**config.mk**
```make
export PLATFORM = sky130hd
export DESIGN_NAME = alu_seq_flat
export DESIGN_NICKNAME = d
export VERILOG_FILES = /design/src/rtl/alu_pkg.sv /design/src/rtl/alu_seq_if.sv /design/src/rtl/alu_shift_step.sv /design/src/rtl/alu_seq.sv /design/src/flat_wrapper.sv
export SDC_FILE = /design/constraint.sdc
export NUM_CORES = 1
export LEC_CHECK = 0
export CORE_MARGIN = 5
export CORE_UTILIZATION = 30
export CTS_BUF_LIST = sky130_fd_sc_hd__clkbuf_2 sky130_fd_sc_hd__clkbuf_4 sky130_fd_sc_hd__clkbuf_8
export CTS_CLUSTER_DIAMETER = 120
export DETAILED_ROUTE_END_ITERATION = 12
export PLACE_DENSITY = 0.53
export SLEW_MARGIN = 5
export SYNTH_ARGS = -nofsm -noshare
export SYNTH_HDL_FRONTEND = slang
export SYNTH_HIERARCHICAL = 1
export SYNTH_SLANG_ARGS = --single-unit
```
**constraint.sdc**
```tcl
create_clock -name clk -period 6.7 [get_ports clk]
set_input_delay 1.34 -clock clk [delete_from_list [all_inputs] [get_ports clk]]
set_output_delay 1.34 -clock clk [all_outputs]
set_load 0.02 [all_outputs]
```
**src/rtl/alu_pkg.sv**
```systemverilog
// rtl/alu_pkg.sv - opcode and FSM state types shared by the sequential ALU
package alu_pkg;

    typedef enum logic [3:0] {
        OP_ADD = 4'd0,
        OP_SUB = 4'd1,
        OP_AND = 4'd2,
        OP_OR  = 4'd3,
        OP_XOR = 4'd4,
        OP_NOR = 4'd5,
        OP_SLL = 4'd6,
        OP_SRL = 4'd7,
        OP_SRA = 4'd8
    } alu_op_e;

    typedef enum logic [1:0] {
        IDLE  = 2'd0,
        SHIFT = 2'd1,
        DONE  = 2'd2
    } alu_state_e;

endpackage

```
**src/rtl/alu_seq_if.sv**
```systemverilog
// rtl/alu_seq_if.sv - request/result handshake bundle of the sequential ALU
interface alu_seq_if #(
    parameter int WIDTH = 32
);
    logic             in_valid;
    logic             in_ready;
    logic [3:0]       op;
    logic [WIDTH-1:0] a;
    logic [WIDTH-1:0] b;
    logic             cin;
    logic             out_valid;
    logic             out_ready;
    logic [WIDTH-1:0] result;
    logic             carry;
    logic             overflow;
    logic             zero;
    logic             negative;
    logic             err;

    modport master (
        output in_valid, op, a, b, cin, out_ready,
        input  in_ready, out_valid, result, carry, overflow, zero, negative, err
    );

    modport slave (
        input  in_valid, op, a, b, cin, out_ready,
        output in_ready, out_valid, result, carry, overflow, zero, negative, err
    );
endinterface

```
**src/rtl/alu_shift_step.sv**
```systemverilog
// rtl/alu_shift_step.sv - one combinational shift step of 1..STEP bits
module alu_shift_step #(
    parameter int WIDTH = 32,
    parameter int STEP  = 4,
    parameter int AMT_W = $clog2(STEP) + 1
) (
    input  logic [WIDTH-1:0] data,
    input  logic [AMT_W-1:0] amt,
    input  logic             right,
    input  logic             arith,
    output logic [WIDTH-1:0] data_out,
    output logic             out_bit
);

    // Unrolled over the legal step sizes so every bit index is a constant.
    always_comb begin
        data_out = data;
        out_bit  = 1'b0;
        for (int i = 1; i <= STEP; i++) begin
            if (amt == AMT_W'(i)) begin
                if (right) begin
                    data_out = arith ? unsigned'($signed(data) >>> i) : (data >> i);
                    out_bit  = data[i-1];
                end else begin
                    data_out = data << i;
                    out_bit  = data[WIDTH-i];
                end
            end
        end
    end

endmodule

```
**src/rtl/alu_seq.sv**
```systemverilog
// rtl/alu_seq.sv - sequential ALU: single-cycle arithmetic/logic, multi-cycle shifts
module alu_seq
    import alu_pkg::*;
#(
    parameter int WIDTH      = 32,
    parameter int SHIFT_STEP = 4
) (
    input  logic      clk,
    input  logic      rst_n,
    alu_seq_if.slave  bus
);

    localparam int SHAMT_W = $clog2(WIDTH);
    localparam int STEP_W  = $clog2(SHIFT_STEP) + 1;

    alu_state_e         state_q, state_d;
    alu_op_e            op_q, op_d, op_in;
    logic [SHAMT_W-1:0] rem_q, rem_d, shamt;
    logic [WIDTH-1:0]   result_q, result_d, b_eff;
    logic [WIDTH:0]     sum;
    logic               carry_q, carry_d, overflow_q, overflow_d;
    logic               zero_q, zero_d, negative_q, negative_d, err_q, err_d;
    logic               accept, upd;
    logic [STEP_W-1:0]  step_amt;
    logic [WIDTH-1:0]   step_data;
    logic               step_bit;

    assign bus.in_ready  = (state_q == IDLE) || ((state_q == DONE) && bus.out_ready);
    assign bus.out_valid = (state_q == DONE);
    assign bus.result    = result_q;
    assign bus.carry     = carry_q;
    assign bus.overflow  = overflow_q;
    assign bus.zero      = zero_q;
    assign bus.negative  = negative_q;
    assign bus.err       = err_q;

    assign accept   = bus.in_valid && bus.in_ready;
    assign op_in    = alu_op_e'(bus.op);
    assign shamt    = bus.b[SHAMT_W-1:0];
    assign step_amt = (rem_q > SHAMT_W'(SHIFT_STEP)) ? STEP_W'(SHIFT_STEP) : rem_q[STEP_W-1:0];

    // The result register doubles as the shift accumulator while in SHIFT.
    alu_shift_step #(
        .WIDTH (WIDTH),
        .STEP  (SHIFT_STEP),
        .AMT_W (STEP_W)
    ) u_shift_step (
        .data     (result_q),
        .amt      (step_amt),
        .right    (op_q != OP_SLL),
        .arith    (op_q == OP_SRA),
        .data_out (step_data),
        .out_bit  (step_bit)
    );

    always_ff @(posedge clk or negedge rst_n) begin
        if (!rst_n) begin
            state_q <= IDLE;
        end else begin
            state_q <= state_d;
        end
    end

    always_comb begin
        state_d    = state_q;
        op_d       = op_q;
        rem_d      = rem_q;
        result_d   = result_q;
        carry_d    = carry_q;
        overflow_d = overflow_q;
        zero_d     = zero_q;
        negative_d = negative_q;
        err_d      = err_q;
        upd        = 1'b0;
        b_eff      = '0;
        sum        = '0;

        case (state_q)
            SHIFT: begin
                result_d = step_data;
                carry_d  = step_bit;
                rem_d    = rem_q - SHAMT_W'(step_amt);
                upd      = 1'b1;
                if (rem_q <= SHAMT_W'(SHIFT_STEP)) begin
                    state_d = DONE;
                end
            end
            DONE: begin
                if (bus.out_ready) begin
                    state_d = IDLE;
                end
            end
            default: ;
        endcase

        // A new request overrides the DONE->IDLE return (back-to-back accept).
        if (accept) begin
            state_d    = DONE;
            op_d       = op_in;
            carry_d    = 1'b0;
            overflow_d = 1'b0;
            err_d      = 1'b0;
            upd        = 1'b1;
            case (op_in)
                OP_ADD, OP_SUB: begin
                    b_eff      = (op_in == OP_SUB) ? ~bus.b : bus.b;
                    sum        = {1'b0, bus.a} + {1'b0, b_eff} + (WIDTH+1)'(bus.cin);
                    result_d   = sum[WIDTH-1:0];
                    carry_d    = sum[WIDTH];
                    overflow_d = (bus.a[WIDTH-1] == b_eff[WIDTH-1]) &&
                                 (sum[WIDTH-1] != bus.a[WIDTH-1]);
                end
                OP_AND: result_d = bus.a & bus.b;
                OP_OR:  result_d = bus.a | bus.b;
                OP_XOR: result_d = bus.a ^ bus.b;
                OP_NOR: result_d = ~(bus.a | bus.b);
                OP_SLL, OP_SRL, OP_SRA: begin
                    result_d = bus.a;
                    if (shamt != '0) begin
                        state_d = SHIFT;
                        rem_d   = shamt;
                    end
                end
                default: begin
                    result_d = '0;
                    err_d    = 1'b1;
                end
            endcase
        end

        if (upd) begin
            zero_d     = (result_d == '0);
            negative_d = result_d[WIDTH-1];
        end
    end

    always_ff @(posedge clk or negedge rst_n) begin
        if (!rst_n) begin
            op_q       <= OP_ADD;
            rem_q      <= '0;
            result_q   <= '0;
            carry_q    <= 1'b0;
            overflow_q <= 1'b0;
            zero_q     <= 1'b0;
            negative_q <= 1'b0;
            err_q      <= 1'b0;
        end else begin
            op_q       <= op_d;
            rem_q      <= rem_d;
            result_q   <= result_d;
            carry_q    <= carry_d;
            overflow_q <= overflow_d;
            zero_q     <= zero_d;
            negative_q <= negative_d;
            err_q      <= err_d;
        end
    end

endmodule

```
**src/flat_wrapper.sv**
```systemverilog
// flat-port wrapper written by rule: the top's interface ports become plain ports
module alu_seq_flat import alu_pkg::*;
#(
    parameter int WIDTH      = 32,
    parameter int SHIFT_STEP = 4
)
  (clk, rst_n, bus_in_valid, bus_op, bus_a, bus_b, bus_cin, bus_out_ready, bus_in_ready, bus_out_valid, bus_result, bus_carry, bus_overflow, bus_zero, bus_negative, bus_err);
  alu_seq_if #(.WIDTH(WIDTH)) bus_i ();
  input  logic clk;
  input  logic rst_n;
  input wire logic [$bits(bus_i.in_valid)-1:0] bus_in_valid;
  input wire logic [$bits(bus_i.op)-1:0] bus_op;
  input wire logic [$bits(bus_i.a)-1:0] bus_a;
  input wire logic [$bits(bus_i.b)-1:0] bus_b;
  input wire logic [$bits(bus_i.cin)-1:0] bus_cin;
  input wire logic [$bits(bus_i.out_ready)-1:0] bus_out_ready;
  output wire logic [$bits(bus_i.in_ready)-1:0] bus_in_ready;
  output wire logic [$bits(bus_i.out_valid)-1:0] bus_out_valid;
  output wire logic [$bits(bus_i.result)-1:0] bus_result;
  output wire logic [$bits(bus_i.carry)-1:0] bus_carry;
  output wire logic [$bits(bus_i.overflow)-1:0] bus_overflow;
  output wire logic [$bits(bus_i.zero)-1:0] bus_zero;
  output wire logic [$bits(bus_i.negative)-1:0] bus_negative;
  output wire logic [$bits(bus_i.err)-1:0] bus_err;
  assign bus_i.in_valid = bus_in_valid;
  assign bus_i.op = bus_op;
  assign bus_i.a = bus_a;
  assign bus_i.b = bus_b;
  assign bus_i.cin = bus_cin;
  assign bus_i.out_ready = bus_out_ready;
  assign bus_in_ready = bus_i.in_ready;
  assign bus_out_valid = bus_i.out_valid;
  assign bus_result = bus_i.result;
  assign bus_carry = bus_i.carry;
  assign bus_overflow = bus_i.overflow;
  assign bus_zero = bus_i.zero;
  assign bus_negative = bus_i.negative;
  assign bus_err = bus_i.err;
  alu_seq #(.WIDTH(WIDTH), .SHIFT_STEP(SHIFT_STEP)) u_core (.clk(clk), .rst_n(rst_n), .bus(bus_i));
endmodule
```
**Run 1: placed standard cells**

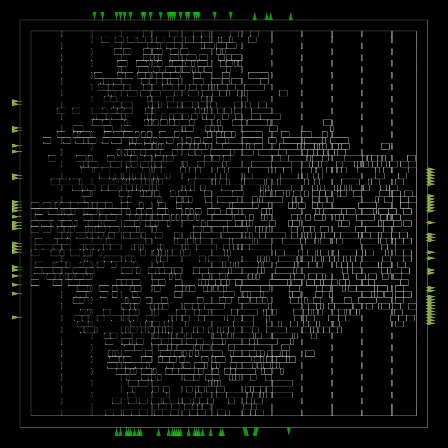
floorplan row count: 65
core area: 0.0313 mm2

**Run 1: sequential cells grouped by signal name**

Other sequential cells in the stronger grey, the rest of the logic in the fainter grey.
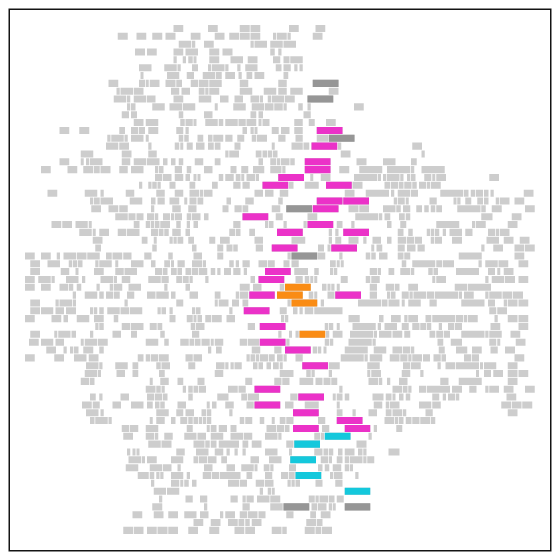
`u_core/op_q` -> orange  # flops 4, where middle
`u_core/rem_q` -> cyan  # flops 5, where bottom middle
`u_core/bus.result` -> magenta  # flops 32
not coloured = 7

==> out/qor.json, run 1 <==
{
  "synthesis": {
    "summed_standard_cell_area_reported_by_yosys_mm2": 0.00943,
    "synth_flop_count": 48,
    "simple_gate_share_pct": 16.6,
    "synth.top_cells.by_area": "sky130_fd_sc_hd__dfrtp_1 (13%), sky130_fd_sc_hd__ha_1 (13%), sky130_fd_sc_hd__mux2i_1 (7.7%)",
    "syn-instance-count": 1192,
    "avg_cell_area_syn_um2": 7.91,
    "post_synthesis_cell_type_count": 83,
    "yosys.area.top_type": "sky130_fd_sc_hd__dfrtp_1"
  },
  "sta": {
    "skew_ps": 9.21,
    "post-route-worst-setup-slack_ps": 924,
    "setup_total_negative_slack_ps": 0,
    "min_period_over_period_pct": 86.2,
    "hold_viol_final": 0,
    "fin_crit_ps": 5780,
    "worst_hold_margin_ps": 509,
    "max_slew_margin_pct": 26.0,
    "final-max-slew-violation-count": 0,
    "rsz0062_at_grt": "false"
  },
  "detailed_routing": {
    "dr_wl_met3_mm": 2.10,
    "drt_iter0_drc": 942,
    "post-route-drc-count": 0,
    "met2WireLength_mm": 15.2,
    "antenna_violating_nets_left": 0,
    "detail_route.vias_per_cell": 5.82
  },
  "worst_setup_path": {
    "critical_path_depth": 15,
    "timing.setup.critical_path_class": "input pin to register",
    "path_cells": "clkdlybuf4s50_1 -> or3_1 -> nor2_4 -> buf_4 -> xnor2_1 -> ha_1 -> a21o_1 -> a221o_1 -> o41ai_1 -> mux2i_1 -> a211oi_1 -> or4b_2 -> nor4_1 -> o2111ai_1 -> o21ai_1",
    "worstPathArrival_ps": 6010,
    "cpLargestDelayFamily": "AND-OR/OR-AND gates",
    "timing.critical_path.to": "u_core/bus.zero",
    "critical_path_buf_inv_count": 2,
    "timing.critical_path.slowest_stage_cell": "sky130_fd_sc_hd__o41ai_1",
    "required_ps": 6930,
    "critical_path.endpoint_type": "register"
  },
  "finish": {
    "fillers": 3252,
    "buffer_area_share_pct": 12.2,
    "signal_buffers": 143,
    "fin_cells": 1652,
    "clock_tree_area_fraction_pct": 0.890,
    "register_area_mm2": 0.00120,
    "clockBufferCount": 6,
    "comb_share_pct": 68.4,
    "dominant_cells": "multi-input combinational cells",
    "area_growth_syn_to_layout_pct": 16.3,
    "inv_count": 87,
    "ff_count": 48,
    "seq_area_share_pct": 11.0
  },
  "floorplan": {
    "die-area_mm2": 0.0351,
    "tapcell_cnt": 402,
    "fp-utilization_pct": 30.1,
    "die_y_um": 187
  },
  "cts": {
    "num_clock_sinks": 48,
    "number_of_gates_given_a_new_drive_strength_after_cts": 0,
    "numCtsBuffers": 5,
    "clock.latency.late_pin_ps": 310,
    "worst_setup_hold_path_clk_slew_ps": 90,
    "clock_tree.root_cell": "sky130_fd_sc_hd__clkbuf_8"
  },
  "power_and_ir_drop": {
    "top_power_group": "combinational cells",
    "leakage_nw": 4.80,
    "power_report.internal_total_mw": 1.53,
    "power_clock_uw": 187
  },
  "global_route": {
    "via_count_of_the_first_global_routing_pass": 9030,
    "grt.met1_usage_pct": 27.2,
    "antenna_violations_before_repair": 0,
    "grt.met3_usage_pct": 1.68
  },
  "worst_hold_path": {
    "holdCritStartpoint": "u_core/op_q[0]",
    "class_of_the_worst_hold_path": "register to register"
  },
  "placed_design": {
    "dp.final_hpwl_mm": 26.4,
    "detailed_place.area_mm2": 0.0109,
    "globalplace.congestion": 0.896
  },
  "status": {
    "status": "finished, final reports clean"
  }
}
**Run 1: wires at chosen ports, followed through buffers**

Scale bar: 50 um.
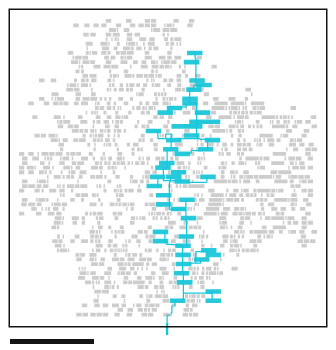
`rst_n` -> cyan  # direction input, edge bottom, end cells 48, wire 388 um

==> run 1: cell usage in the layout, fill, tap and decap left out, types with 21 or more instances in the layout <==
cell and count:
sky130_fd_sc_hd__a21oi_1 71, sky130_fd_sc_hd__buf_4 32, sky130_fd_sc_hd__clkdlybuf4s50_1 109, sky130_fd_sc_hd__dfrtp_1 48
sky130_fd_sc_hd__ha_1 96, sky130_fd_sc_hd__inv_1 87, sky130_fd_sc_hd__mux2i_1 73, sky130_fd_sc_hd__mux4_2 26
sky130_fd_sc_hd__nand2_1 135, sky130_fd_sc_hd__nand3_1 21, sky130_fd_sc_hd__nor2_1 47, sky130_fd_sc_hd__o211ai_1 29
sky130_fd_sc_hd__o21ai_0 47, sky130_fd_sc_hd__o22ai_1 32, sky130_fd_sc_hd__xnor2_1 39
==> run 1: synthesized netlist by cell type (all sizes together) (5+ instances only) <==
master,count
clkbuf,40
dfrtp,48
a221oi,16
nor2b,18
nand4,6
mux2i,73
o211ai,47
o2111ai,5
a21oi,71
nand3b,5
nor2,50
a222oi,14
and3,9
o21ai,51
xor2,9
mux2,11
o21bai,6
mux4,26
o31ai,11
a22oi,6
a2111oi,6
nand2,135
xnor2,39
ha,96
a21boi,14
buf,53
o22a,5
a31oi,14
or3,8
inv,87
a211oi,13
nor3,15
o22ai,32
nand2b,18
a21o,17
and2,12
nor3b,5
o21a,6
a221o,5
nand3,21
==> run 1: worst min-delay path by stage <==
| stage | endpoint | cells after the start |
|---|---|---|
| floorplan | u_core/op_q[3] | 2 |
| CTS | u_core/op_q[0] | 2 |
| detailed placement | u_core/op_q[0] | 2 |
| global route | u_core/bus.negative | 1 |
| finish | u_core/op_q[0] | 2 |
| global placement | u_core/op_q[0] | 2 |
**Run 1: routed metal, one colour a layer**

Two of the layers only.
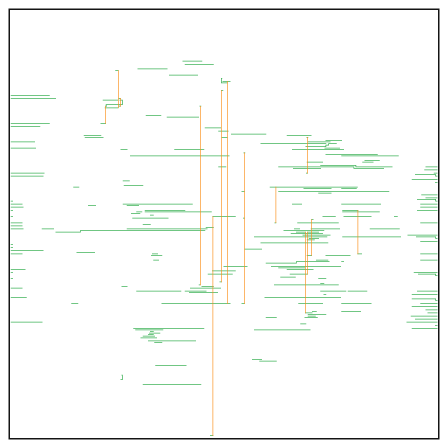

==> inputs of run 2 (changes only) <==
ABC_CLOCK_PERIOD_IN_PS = 6700   (was default)
CAP_MARGIN = 15   (was default)
GPL_ROUTABILITY_DRIVEN = 0   (was default)
**Run 2: routed metal, one colour a layer**

Two of the layers only.
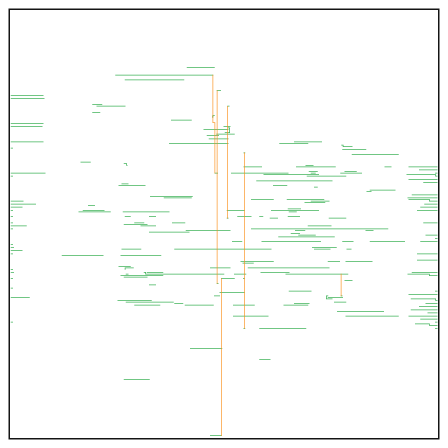
M4 -> orange  # wire length 332 um
M3 -> green  # wire length 1800 um

==> out/qor.json, run 2 <==
{
  "status": {
    "status": "finished, final reports clean"
  },
  "finish": {
    "seq_area_share_pct": 10.9,
    "fillers": 3246,
    "area_growth_syn_to_layout_pct": 16.5,
    "comb_share_pct": 68.3,
    "clockBufferCount": 6,
    "final_common_cell": "sky130_fd_sc_hd__nand2_1",
    "logic_area_mm2": 0.00750,
    "inv_count": 87,
    "final_cell_mix": "sky130_fd_sc_hd__nand2_1 (135), sky130_fd_sc_hd__clkdlybuf4s50_1 (109), sky130_fd_sc_hd__ha_1 (96), sky130_fd_sc_hd__inv_1 (87), sky130_fd_sc_hd__mux2i_1 (73)",
    "num-multi-input-gates": 964,
    "signal_buffers": 142,
    "buffer_area_share_pct": 12.1,
    "ff_count": 48,
    "fin_cells": 1651,
    "layout-drive-gt1-share_pct": 8.97,
    "clock_tree_area_fraction_pct": 1.11,
    "register_area_mm2": 0.00120,
    "dominant_cells": "multi-input combinational cells"
  },
  "synthesis": {
    "avg_cell_area_syn_um2": 7.91,
    "synth.top_cells.by_area": "sky130_fd_sc_hd__dfrtp_1 (13%), sky130_fd_sc_hd__ha_1 (13%), sky130_fd_sc_hd__mux2i_1 (7.7%)",
    "syn-instance-count": 1192,
    "synth_top_cell_by_count": "sky130_fd_sc_hd__nand2_1",
    "post_synth_most_frequent_cells": "sky130_fd_sc_hd__nand2_1 (135), sky130_fd_sc_hd__ha_1 (96), sky130_fd_sc_hd__inv_1 (87)",
    "synth_flop_count": 48,
    "post_synthesis_cell_type_count": 83,
    "yosys.area.top_type": "sky130_fd_sc_hd__dfrtp_1",
    "summed_standard_cell_area_reported_by_yosys_mm2": 0.00943,
    "yosys.stat.seqShare_pct": 12.7,
    "top_cell_area_share_pct": 12.7
  },
  "global_route": {
    "grt_use_total_pct": 18.2,
    "via_count_of_the_first_global_routing_pass": 9141,
    "antenna_violations_before_repair": 0
  },
  "power_and_ir_drop": {
    "leakage_nw": 4.81,
    "power.share.switching_pct": 52.5,
    "power.share.clock_pct": 6.8,
    "power_report.internal_total_mw": 1.57
  },
  "cts": {
    "numCtsBuffers": 5,
    "clock_tree.root_cell": "sky130_fd_sc_hd__clkbuf_8",
    "num_clock_sinks": 48,
    "clock.latency.late_pin_ps": 310,
    "number_of_gates_given_a_new_drive_strength_after_cts": 0,
    "worst_setup_hold_path_clk_slew_ps": 90
  },
  "worst_setup_path": {
    "required_ps": 6950,
    "timing.setup.critical_path_class": "input pin to register",
    "timing.critical_path.slowest_stage_cell": "sky130_fd_sc_hd__o41ai_1",
    "critical_path.reg2reg.startpoint": "u_core/rem_q[4]",
    "critical_path_depth": 15,
    "critical_path.endpoint_type": "register",
    "critical_path_buf_inv_count": 2,
    "path_cells": "clkdlybuf4s50_1 -> or3_1 -> nor2_4 -> buf_4 -> xnor2_1 -> ha_1 -> a21o_1 -> a221o_1 -> o41ai_1 -> mux2i_1 -> a211oi_1 -> or4b_2 -> nor4_1 -> o2111ai_1 -> o21ai_1",
    "timing.critical_path.to": "u_core/bus.zero",
    "cpLargestDelayFamily": "AND-OR/OR-AND gates",
    "worstPathArrival_ps": 5960
  },
  "floorplan": {
    "floorplan.die.width_um": 187,
    "core_mm2": 0.0313,
    "die-area_mm2": 0.0351,
    "die_y_um": 187,
    "fp-utilization_pct": 30.1,
    "core.rowCount": 65,
    "tapcell_cnt": 402
  },
  "sta": {
    "post-route-worst-setup-slack_ps": 989,
    "setup_total_negative_slack_ps": 0,
    "fin_crit_ps": 5710,
    "worst_hold_margin_ps": 510,
    "tightestPinTransition_ps": 1100,
    "final-max-slew-violation-count": 0,
    "rsz0062_at_grt": "false",
    "max_slew_margin_pct": 26.6,
    "setup_viol_count_final": 0,
    "min_period_over_period_pct": 85.2,
    "skew_ps": 12.7,
    "hold_viol_final": 0
  },
  "worst_hold_path": {
    "class_of_the_worst_hold_path": "register to register",
    "holdCritStartpoint": "u_core/bus.overflow"
  },
  "detailed_routing": {
    "antenna_violating_nets_left": 0,
    "detail_route.vias_per_cell": 5.82,
    "drt_iter0_drc": 985,
    "post-route-drc-count": 0
  },
  "placed_design": {
    "detailedPlace.worstSlack_ps": 722,
    "detailed_place.area_mm2": 0.0109,
    "dp.final_hpwl_mm": 26.1
  },
  "job": {
    "cap_violations": 0
  }
}
**Run 2: sequential cells grouped by signal name**

Other sequential cells in the stronger grey, the rest of the logic in the fainter grey.
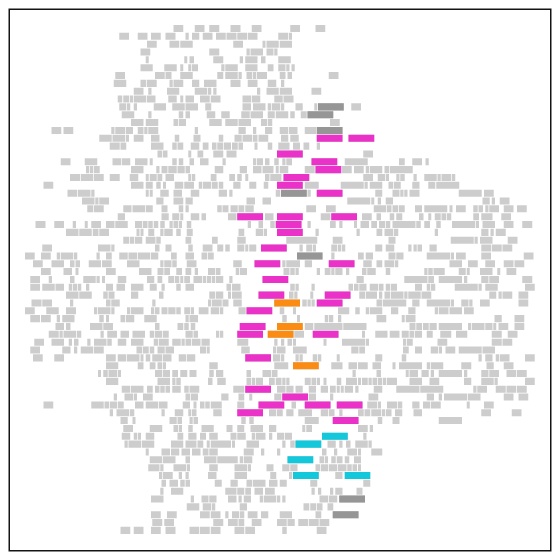
`u_core/rem_q` -> cyan  # flops 5, where bottom middle
`u_core/op_q` -> orange  # flops 4, where middle
`u_core/bus.result` -> magenta  # flops 32

==> run 2: cell counts after synthesis <==
Identical to the previous run, type by type.
==> run 2: worst min-delay path, cell delays in order, from the launching register on <==
cell	delay (ps)
sky130_fd_sc_hd__dfrtp_1	370
sky130_fd_sc_hd__nand2_1	50
sky130_fd_sc_hd__o31ai_1	60
==> run 2: layer usage <==
layer	wire (um)	vias to the layer above	track usage [%]	share of wire (%)
met5	0	-	0	0
met4	332	0	2.99	0.99
met3	1800	15	1.34	5.4
met2	15300	330	29.1	45
met1	16200	4690	27.2	48
li1	-	4568	-	-
==> run 2: worst min path at each step <==
| stage | slack [ps] | end | cells past startpoint |
|---|---|---|---|
| floorplan | 460 | u_core/op_q[3] | 2 |
| global placement | 480 | u_core/bus.overflow | 2 |
| detailed placement | 490 | u_core/bus.overflow | 2 |
| CTS | 510 | u_core/bus.overflow | 2 |
| global route | 550 | u_core/bus.overflow | 2 |
| finish | 510 | u_core/bus.overflow | 2 |
==> run 2: cell families after synthesis <==
logic type | after synthesis | share of synthesized area, %
adder cells (fa/ha/maj) | 99 | 13.3
multiplexers | 110 | 15.3
AND-OR/OR-AND | 384 | 29.5
buffers and inverters | 180 | 8.19
flip-flops | 48 | 12.7
other | 1 | 0.0398
XOR/XNOR | 48 | 4.46
AND/OR/NAND/NOR | 322 | 16.6
==> run 2: power groups by stage <==
stage | Sequential (mW) | Clock (mW) | Combinational, mW
6_report | 0.735 | 0.224 | 2.34
5_1_grt | 0.756 | 0.239 | 2.53
4_1_cts | 0.724 | 0.228 | 2.32
3_5_place_dp | 0.731 | 0 | 2.30
3_3_place_gp | 0.730 | 0 | 2.29
2_1_floorplan | 0.690 | 0 | 1.52
**Run 2: wires at chosen ports, followed through buffers**

Scale bar: 50 um.
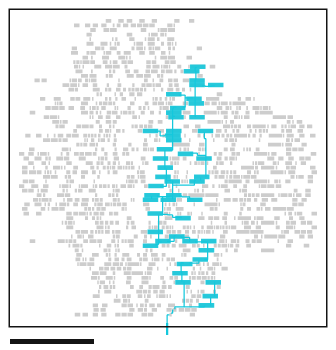

==> inputs of run 3 (changes only) <==
PLACE_DENSITY = 0.56   (was 0.53)
REMOVE_ABC_BUFFERS = 1   (was default)
**Run 3: wires at chosen ports, followed through buffers**

Scale bar: 50 um.
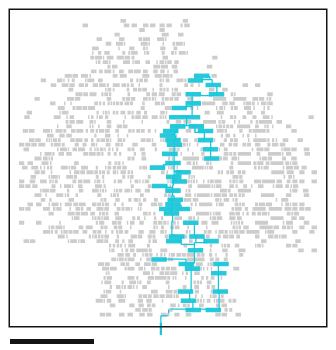
`rst_n` -> cyan  # direction input, edge bottom, end cells 48, wire 352 um

**Run 3: routed metal, one colour a layer**

Two of the layers only.
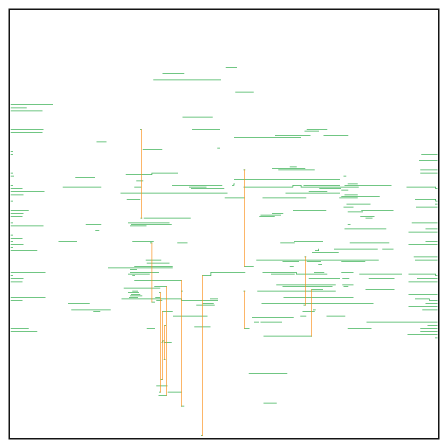
M4 -> orange  # wire length 426 um
M3 -> green  # wire length 2100 um

==> out/qor.json, run 3 <==
{
  "detailed_routing": {
    "drt_iter0_drc": 851,
    "antenna_violating_nets_left": 0,
    "top_signal_layer_used": "met4",
    "dr_wl_met3_mm": 2.10,
    "detail_route.vias_per_cell": 5.83,
    "post-route-drc-count": 0,
    "met2WireLength_mm": 14.9,
    "m1WireLength_mm": 15.6
  },
  "floorplan": {
    "fp-utilization_pct": 30.1,
    "core.rowCount": 65,
    "die-area_mm2": 0.0351,
    "die_y_um": 187,
    "floorplan.die.width_um": 187
  },
  "power_and_ir_drop": {
    "top_power_group": "combinational cells",
    "power_clock_uw": 219,
    "power.share.clock_pct": 6.7,
    "power.share.switching_pct": 52.5,
    "pg_comb_mw": 2.34,
    "seq-power_uw": 727
  },
  "synthesis": {
    "post_synthesis_cell_type_count": 83,
    "synth_top_cell_by_count": "sky130_fd_sc_hd__nand2_1",
    "synth.top_cells.by_area": "sky130_fd_sc_hd__dfrtp_1 (13%), sky130_fd_sc_hd__ha_1 (13%), sky130_fd_sc_hd__mux2i_1 (7.7%)",
    "top_cell_area_share_pct": 12.7,
    "post_synth_most_frequent_cells": "sky130_fd_sc_hd__nand2_1 (135), sky130_fd_sc_hd__ha_1 (96), sky130_fd_sc_hd__inv_1 (87)",
    "synth_flop_count": 48,
    "summed_standard_cell_area_reported_by_yosys_mm2": 0.00943,
    "syn-instance-count": 1192,
    "yosys.area.top_type": "sky130_fd_sc_hd__dfrtp_1",
    "avg_cell_area_syn_um2": 7.91,
    "yosys.stat.seqShare_pct": 12.7
  },
  "finish": {
    "final_common_cell": "sky130_fd_sc_hd__nand2_1",
    "final_cell_mix": "sky130_fd_sc_hd__nand2_1 (135), sky130_fd_sc_hd__clkdlybuf4s50_1 (109), sky130_fd_sc_hd__ha_1 (96), sky130_fd_sc_hd__inv_1 (87), sky130_fd_sc_hd__mux2i_1 (73)",
    "fillers": 3229,
    "fin_cells": 1648,
    "area_growth_syn_to_layout_pct": 16.3
  },
  "sta": {
    "rsz0062_at_grt": "false",
    "final-max-slew-violation-count": 0,
    "fin_crit_ps": 5930,
    "min_period_over_period_pct": 88.6,
    "post-route-worst-setup-slack_ps": 767,
    "skew_ps": 10.7,
    "setup_total_negative_slack_ps": 0,
    "tightestPinTransition_ps": 1070,
    "hold_viol_final": 0,
    "setup_viol_count_final": 0,
    "worst_hold_margin_ps": 505,
    "max_slew_margin_pct": 28.7
  },
  "worst_hold_path": {
    "holdCritStartpoint": "u_core/bus.overflow"
  },
  "global_route": {
    "antenna_violations_before_repair": 0,
    "grt.met1_usage_pct": 26.8,
    "grt_use_total_pct": 18.0,
    "via_count_of_the_first_global_routing_pass": 9154
  },
  "job": {
    "cap_violations": 0
  },
  "cts": {
    "numCtsBuffers": 5,
    "worst_setup_hold_path_clk_slew_ps": 100,
    "number_of_gates_given_a_new_drive_strength_after_cts": 0,
    "clock_tree.root_cell": "sky130_fd_sc_hd__clkbuf_8"
  },
  "worst_setup_path": {
    "critical_path.reg2reg.startpoint": "u_core/rem_q[4]",
    "timing.setup.critical_path_class": "input pin to register",
    "timing.critical_path.fanout_max": 31,
    "critical_path.endpoint_type": "register",
    "required_ps": 6950,
    "worstPathArrival_ps": 6180
  },
  "placed_design": {
    "dp.final_hpwl_mm": 25.6,
    "detailed_place.area_mm2": 0.0109,
    "detailedPlace.worstSlack_ps": 469
  },
  "status": {
    "status": "finished, final reports clean"
  }
}
## run 3: cell counts after synthesis
Identical to the previous run, type by type.
## run 3: cell type report
cell class | count | area (um2) | share of cell area, %
multi-input combinational | 964 | 7500 | 68.4
timing repair buffer | 139 | 1320 | 12.1
sequential | 48 | 1200 | 11.0
tap | 402 | 503 | 4.59
inverter | 87 | 327 | 2.98
clock buffer | 5 | 68.8 | 0.627
clock inverter | 3 | 46.3 | 0.422
## run 3: critical path, cell delays in order
cell                              delay, ps
sky130_fd_sc_hd__clkdlybuf4s50_1        410
sky130_fd_sc_hd__or3_1                  440
sky130_fd_sc_hd__nor2_4                 120
sky130_fd_sc_hd__buf_4                  450
sky130_fd_sc_hd__xnor2_1                130
sky130_fd_sc_hd__ha_1                   380
sky130_fd_sc_hd__a21o_1                 220
sky130_fd_sc_hd__a221o_1                410
sky130_fd_sc_hd__o41ai_1                700
sky130_fd_sc_hd__mux2i_1                190
sky130_fd_sc_hd__a211oi_1               180
sky130_fd_sc_hd__or4b_2                 600
sky130_fd_sc_hd__nor4_1                 260
sky130_fd_sc_hd__o2111ai_1              170
sky130_fd_sc_hd__o21ai_1                150
## run 3: logic make-up after synthesis
family	count (synthesis)	synth area share [%]
buf+inv	180	8.19
flops	48	12.7
simple gates	322	16.6
other cells	1	0.0398
mux	110	15.3
fa+ha+maj	99	13.3
compound gates	384	29.5
xor+xnor	48	4.46
## run 3: final timing paths
path	end	slack, ps	depth (start not counted)
setup / recovery	u_core/bus.zero	770	15
hold / removal	u_core/bus.overflow	500	2
setup reg to reg	u_core/bus.zero	1490	16
hold reg to reg	u_core/bus.overflow	500	2
max in group asynchronous	u_core/bus.result[17]	5170	2
min in group asynchronous	u_core/bus.result[3]	1100	2
Power is estimated from default activity; no workload was simulated.
